==> src/rtl/regb_fifo_pkg.sv <==
// regb_fifo_pkg: shared definitions for the register-based shift FIFO.
//   - SEL_* : per-stage load-select encoding driven by the top-level decode
//   - cnt_w : width of a counter able to hold 0..depth
package regb_fifo_pkg;

  localparam logic [1:0] SEL_HOLD  = 2'b00;
  localparam logic [1:0] SEL_NEXT  = 2'b01;
  localparam logic [1:0] SEL_INPUT = 2'b10;

  function automatic int cnt_w(input int depth);
    return $clog2(depth + 1);
  endfunction

endpackage

==> src/rtl/regb_fifo_stage.sv <==
// regb_fifo_stage: one FIFO stage register (data + valid).
// Ports:
//   clk, res_n          clock / async active-low reset
//   i_sel               SEL_HOLD / SEL_NEXT / SEL_INPUT
//   i_next_data/_vld    contents of the stage behind this one
//   i_din               write data from the producer
//   o_data/o_vld        stage contents
module regb_fifo_stage
  import regb_fifo_pkg::*;
#(
  parameter int WIDTH = 4
) (
  input  logic             clk,
  input  logic             res_n,
  input  logic [1:0]       i_sel,
  input  logic [WIDTH-1:0] i_next_data,
  input  logic             i_next_vld,
  input  logic [WIDTH-1:0] i_din,
  output logic [WIDTH-1:0] o_data,
  output logic             o_vld
);

  logic [WIDTH-1:0] r_data;
  logic             r_vld;

  always_ff @(posedge clk or negedge res_n) begin
    if (!res_n) begin
      r_data <= '0;
      r_vld  <= 1'b0;
    end else begin
      case (i_sel)
        SEL_NEXT: begin
          r_data <= i_next_data;
          r_vld  <= i_next_vld;
        end
        SEL_INPUT: begin
          r_data <= i_din;
          r_vld  <= 1'b1;
        end
        default: ;
      endcase
    end
  end

  assign o_data = r_data;
  assign o_vld  = r_vld;

endmodule

==> src/rtl/regb_shift_fifo.sv <==
// regb_shift_fifo: DEPTH-stage register shift FIFO; stage 0 is the head.
// Ports:
//   clk, res_n                 clock / async active-low reset
//   shift_in, din              write strobe + data
//   shift_out                  read strobe (pops dout)
//   dout, empty_n, full_n      head data and availability flags
//   count                      number of valid words
//   almost_full, almost_empty  threshold flags (REGB_FIFO_ALMOST_EN)
//   overflow, underflow        sticky error flags, cleared by reset only
// Build option: define REGB_FIFO_ALMOST_EN to decode the almost flags
// from count; otherwise both are tied low.
module regb_shift_fifo
  import regb_fifo_pkg::*;
#(
  parameter int WIDTH    = 4,
  parameter int DEPTH    = 4,
  parameter int AF_LEVEL = DEPTH - 1,
  parameter int AE_LEVEL = 1
) (
  input  logic                    clk,
  input  logic                    res_n,
  input  logic                    shift_in,
  input  logic [WIDTH-1:0]        din,
  input  logic                    shift_out,
  output logic [WIDTH-1:0]        dout,
  output logic                    empty_n,
  output logic                    full_n,
  output logic [cnt_w(DEPTH)-1:0] count,
  output logic                    almost_full,
  output logic                    almost_empty,
  output logic                    overflow,
  output logic                    underflow
);

  localparam int CW = cnt_w(DEPTH);

  logic [DEPTH-1:0][WIDTH-1:0] w_data;
  logic [DEPTH-1:0]            w_vld;
  logic [DEPTH-1:0][1:0]       w_sel;
  logic [CW-1:0]               r_count;
  logic [CW-1:0]               w_wr_idx;
  logic                        w_wr, w_rd;
  logic                        r_ovf, r_unf;

  // A pop frees a slot this edge, so a write at full proceeds with a read.
  assign w_wr = shift_in & (full_n | shift_out);
  assign w_rd = shift_out & empty_n;
  // With a simultaneous pop everything moves down one, so the write lands
  // one slot lower than the current tail.
  assign w_wr_idx = w_rd ? r_count - 1'b1 : r_count;

  always_comb begin
    w_sel = '0;
    for (int i = 0; i < DEPTH; i++) begin
      if (w_wr && (w_wr_idx == CW'(i))) w_sel[i] = SEL_INPUT;
      else if (w_rd)                    w_sel[i] = SEL_NEXT;
      else                              w_sel[i] = SEL_HOLD;
    end
  end

  for (genvar i = 0; i < DEPTH; i++) begin : g_stage
    logic [WIDTH-1:0] w_nd;
    logic             w_nv;
    if (i == DEPTH - 1) begin : g_tail
      // Tail shifts in an empty slot on a pop.
      assign w_nd = '0;
      assign w_nv = 1'b0;
    end else begin : g_body
      assign w_nd = w_data[i+1];
      assign w_nv = w_vld[i+1];
    end
    regb_fifo_stage #(.WIDTH(WIDTH)) u_stage (
      .clk         (clk),
      .res_n       (res_n),
      .i_sel       (w_sel[i]),
      .i_next_data (w_nd),
      .i_next_vld  (w_nv),
      .i_din       (din),
      .o_data      (w_data[i]),
      .o_vld       (w_vld[i])
    );
  end

  always_ff @(posedge clk or negedge res_n) begin
    if (!res_n) begin
      r_count <= '0;
      r_ovf   <= 1'b0;
      r_unf   <= 1'b0;
    end else begin
      case ({w_wr, w_rd})
        2'b10:   r_count <= r_count + 1'b1;
        2'b01:   r_count <= r_count - 1'b1;
        default: ;
      endcase
      if (shift_in & ~full_n & ~shift_out) r_ovf <= 1'b1;
      if (shift_out & ~empty_n)            r_unf <= 1'b1;
    end
  end

  assign dout      = w_data[0];
  assign count     = r_count;
  assign empty_n   = (r_count != '0);
  assign full_n    = (r_count != CW'(DEPTH));
  assign overflow  = r_ovf;
  assign underflow = r_unf;

`ifdef REGB_FIFO_ALMOST_EN
  assign almost_full  = (r_count >= CW'(AF_LEVEL));
  assign almost_empty = (r_count <= CW'(AE_LEVEL));
`else
  assign almost_full  = 1'b0;
  assign almost_empty = 1'b0;
`endif

endmodule

==> config.mk <==
export PLATFORM = sky130hd
export DESIGN_NAME = regb_shift_fifo
export DESIGN_NICKNAME = d
export VERILOG_FILES = /design/src/rtl/regb_fifo_pkg.sv /design/src/rtl/regb_fifo_stage.sv /design/src/rtl/regb_shift_fifo.sv
export SDC_FILE = /design/constraint.sdc
export NUM_CORES = 1
export LEC_CHECK = 0
export CORE_UTILIZATION = 55
export CTS_CLUSTER_SIZE = 14
export DETAILED_ROUTE_END_ITERATION = 16
export GPL_TIMING_DRIVEN = 0
export HOLD_SLACK_MARGIN = 0.12
export PLACE_DENSITY = 0.8
export SLEW_MARGIN = 0
export SYNTH_ARGS = -nofsm -noshare
export SYNTH_HDL_FRONTEND = slang
export SYNTH_SLANG_ARGS = --single-unit
==> constraint.sdc <==
create_clock -name clk -period 6.6 [get_ports clk]
set_input_delay 1.32 -clock clk [delete_from_list [all_inputs] [get_ports clk]]
set_output_delay 1.32 -clock clk [all_outputs]
set_load 0.005 [all_outputs]
==> Changelog: implementation <==
## Implementation

- Total length of routed met3 wires: 65 µm
- # fillers: 179
- Maximum number of pins on one net before global-route repair: 22
- Number of primary I/O pins: 21
- Compound-Gate Fraction of Synth Area: 9.17%
- Dominant register cell: sky130_fd_sc_hd__dfrtp_1
- CTS tree: built
- Wire length of the first global-routing pass: 3.39 mm
- GRT Resource Usage Total: 22.2%
- Clock-pin slew on the worst setup and hold paths: 0.12 ns
- Ranking of synthesized cells by instance count: sky130_fd_sc_hd__mux2i_1 (29), sky130_fd_sc_hd__dfrtp_1 (21), sky130_fd_sc_hd__inv_1 (9)
- Number of flip-flops under the largest register name: 16
- Hold Crit Endpoint: overflow
- Class of the most critical hold timing path: reg2reg
- Total of warnings raised by yosys: 0
- Starting DRT DRC Count: 13
- Largest combinational cell category by area: multiplexers
- DRC violations left: 0
- Die extent in x: 47.7 µm
- Worst setup SP type: flip-flop
- Area of the multi-input gates: 559 µm²
- Tightest hold margin: 0.493 ns
- Maximum cell stage delay along the critical path: 0.52 ns
- Avg Vias per Cell: 5.40
- Post-synthesis cell count from yosys: 101
- FF-to-FF Start: count[0]
- Hold Startpoint: overflow
- Number of enable-type register cells in the synthesized netlist: 0
- Number of cells produced by synthesis: 101
- Worst Path Max Fanout: 8
- Worst Setup Slack, final: 3.21 ns
- Max rail drop VDD: 317 µV
- Mean instance size in the synthesized netlist: 11.3 µm²
- Nets: 137
- Post-Route M1 WL: 1.02 mm
- Leftover overflow at the end of global routing: 0
- Max power group: combinational cells
- Highest clock frequency the design can meet: 0.295 GHz
- Critical path start-end classification: reg2out
- Chip area from the yosys synthesis statistics: 1150 µm²
- Number of storage elements in the synthesis netlist: 21
- Final Routed Wirelength: 2.17 mm
- Met2 wire length: 1.05 mm
- Via count of the first global-routing pass: 764
- XOR Share, Synth: 2.29%
- Top-count cell post-synth: sky130_fd_sc_hd__mux2i_1
- CP cell instances: inv_1 > ha_1 > nor2b_4 > inv_2 > clkdlybuf4s50_1
- Leading cell types by total area after synthesis: sky130_fd_sc_hd__dfrtp_1 (46%), sky130_fd_sc_hd__mux2i_1 (25%), sky130_fd_sc_hd__ha_1 (4.4%)
- Final hold violations: 0
- Reg-to-reg slack, setup: 4.07 ns
- Buf/Inv on CP: 3
- Post-CTS setup buffer count: 0
- PortBufs: 18
- Simple logic cell fraction of the synthesized area: 6.99%
- Endpoint required time on the critical path: 5.28 ns
- Max Slew Vio Count: 0
- Transition time at the pin with the least slew margin: 0.917 ns
- Highest routing layer actually used: met4
- Cell type of the slowest stage on the worst timing path: sky130_fd_sc_hd__dfrtp_1
- Area share of the largest cell type after synthesis: 45.9%
- Fraction of final layout cells sized beyond drive strength 1: 10.5%
- Half-perimeter wire length after detailed placement: 1.60 mm
- Tool warning count: 28
- RSZ-0062 raised after global routing: false
- P_seq: 0.225 mW
- Sequential cell fraction of total power: 39.6%
- Initial Util: 58.4%
- TritonCTS buffer count: 3
- Max capacitance violation total: 0
- Setup violations, final: 0
- Gr busiest metal: met2
- Int Pwr: 0.353 mW
- Total Neg Setup Slack: 0 ns
- CTS root buffer: sky130_fd_sc_hd__clkbuf_4
- Final period util: 51.3%
- Antenna cell count: 0
- Total number of placement rows: 16
- Number of nets with antenna violations after detailed routing: 0
- Outcome: finished clean
- Type of element capturing the critical path: primary output
- Floorplan die height: 47.7 µm
- Maximum level of the CTS H-tree: 1
- Switching Power: 0.215 mW
- Post-synth cell types: 25
- Leading area contributor after synthesis: sky130_fd_sc_hd__dfrtp_1
- Met1 routing resource usage after global routing: 31.3%
- Wire per inst: 14.4 µm
- Mux area share: 25.3%
- Sw Share: 37.9%
- Relative contribution of combinational cells to total power: 49.1%
- Area share of fa/ha/maj cells after synthesis: 4.37%
- Gates resized, CTS repair: 0
- Die Size: 2270 µm²
- Number of vias after detailed routing: 815
- Routability cong.: 0.862
- Initial antenna violation count: 0
- Proportion of synthesized flip-flops having asynchronous set or reset: 100%
- Power of the clock network: 0.0642 mW
- Pre-CTS setup slack: 3.34 ns
- Hold-fix buffers at CTS: 0
- P_comb: 0.279 mW
- Pre-Repair DR Iteration Count: 4
- Clock power share: 11.3%
- Cells on Worst Hold Path: 1
- Bufs on Longest Clock Path: 2
- Kind of cell adding the most delay to the critical path: buffers and inverters
- Area growth from synthesis to layout: 21.3%
- Areal power density over the cells: 409 nW/µm²
- Worst endpoint data arrival time: 2.07 ns
- Met3 Usage GRT: 4.53%
- Leakage component of the power: 0.751 nW
- Core region area: 1960 µm²
- Minimum clock period after layout: 3.39 ns
- Worst-case reg-to-reg path depth: 10
- Global-route met2 utilization: 32.9%
- Power, Total: 0.569 mW
- Share of the yosys chip area belonging to registers: 45.9%
- Total standard cell area after synthesis: 1150 µm²
- Relative slew slack: 38.7%
- Capture point of the worst reg-to-reg path: count[2]
[area by class of cell]
class | count | area share (%)
multi-input combinational | 67 | 40.2
tap | 27 | 2.43
inverter | 10 | 2.70
sequential | 21 | 37.8
buffer | 4 | 1.98
clock buffer | 4 | 1.89
timing repair buffer | 18 | 13.0
[worst max-delay path by stage]
| stage | startpoint | endpoint | slack, ns | depth (start not counted) |
|---|---|---|---|---|
| final | count[0] | empty_n | 3.21 | 5 |
| after global routing | count[0] | empty_n | 3.08 | 5 |
| after CTS | count[0] | empty_n | 3.22 | 5 |
| after detailed placement | shift_out | count[2] | 3.34 | 9 |
| after global placement | shift_out | count[2] | 3.37 | 9 |
| after floorplan | shift_out | count[2] | 4.02 | 8 |
[per-stage QoR]
step           cell area (µm²)  instances  utilization, %
2_1_floorplan             1150        102               -
3_3_place_gp              1360        147            69.5
3_5_place_dp              1360        147            69.5
4_1_cts                   1390        151            70.9
5_1_grt                   1390        151            70.9
6_report                  1390        151            70.9
[placed cells by master, fill, tap and decap left out, types with 2 or more instances in the layout]
cell type / instances
sky130_fd_sc_hd__clkdlybuf4s50_1: 18
sky130_fd_sc_hd__dfrtp_1: 21
sky130_fd_sc_hd__xnor2_1: 2
sky130_fd_sc_hd__nand2_1: 7
sky130_fd_sc_hd__ha_1: 4
sky130_fd_sc_hd__conb_1: 2
sky130_fd_sc_hd__nor2_1: 2
sky130_fd_sc_hd__o21ai_0: 2
sky130_fd_sc_hd__inv_1: 9
sky130_fd_sc_hd__nor4_1: 2
sky130_fd_sc_hd__a211oi_1: 4
sky130_fd_sc_hd__buf_4: 3
sky130_fd_sc_hd__mux2i_1: 29
sky130_fd_sc_hd__clkbuf_4: 3
sky130_fd_sc_hd__o21ai_1: 3
Power grid:
Pins as bars on the die edge.
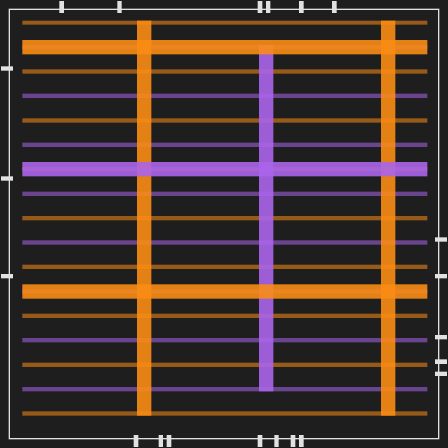
Key: VSS = orange; VDD = purple
21 signal pins sit on the boundary. The core has 16 rows.

Clock wiring as the flow saved it:
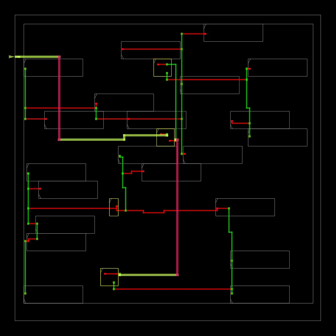
number of sinks driven by the clock tree: 21
insertion delay to the later sink of the worst-skew pair: 0.31 ns
clock skew after layout: 0.00469 ns

Sequential cells coloured by netlist name:
Other sequential cells in the stronger grey, the rest of the logic in the fainter grey.
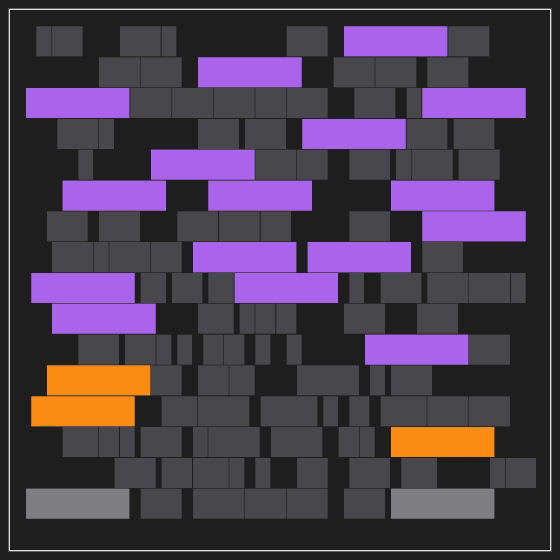
Key: g_stage.u_stage.o_data = purple [sequential cells 16]; count = orange [sequential cells 3]
register area: 526 µm²
share of the final layout cell area in sequential cells: 37.8%
utilization after layout: 70.9%

Met1 routing:
Supply wires on this layer in grey.
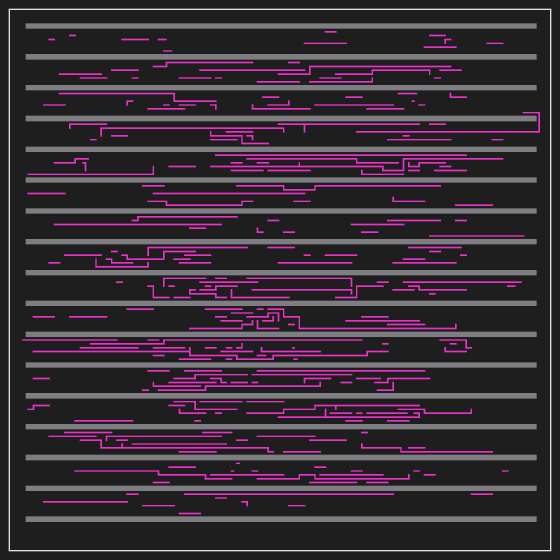
The layer holds 47% of the routed length. The wires run mostly horizontal. The layer carries 1020 µm of wire.

No activity file was given, so power comes from the tool's default toggle rates.
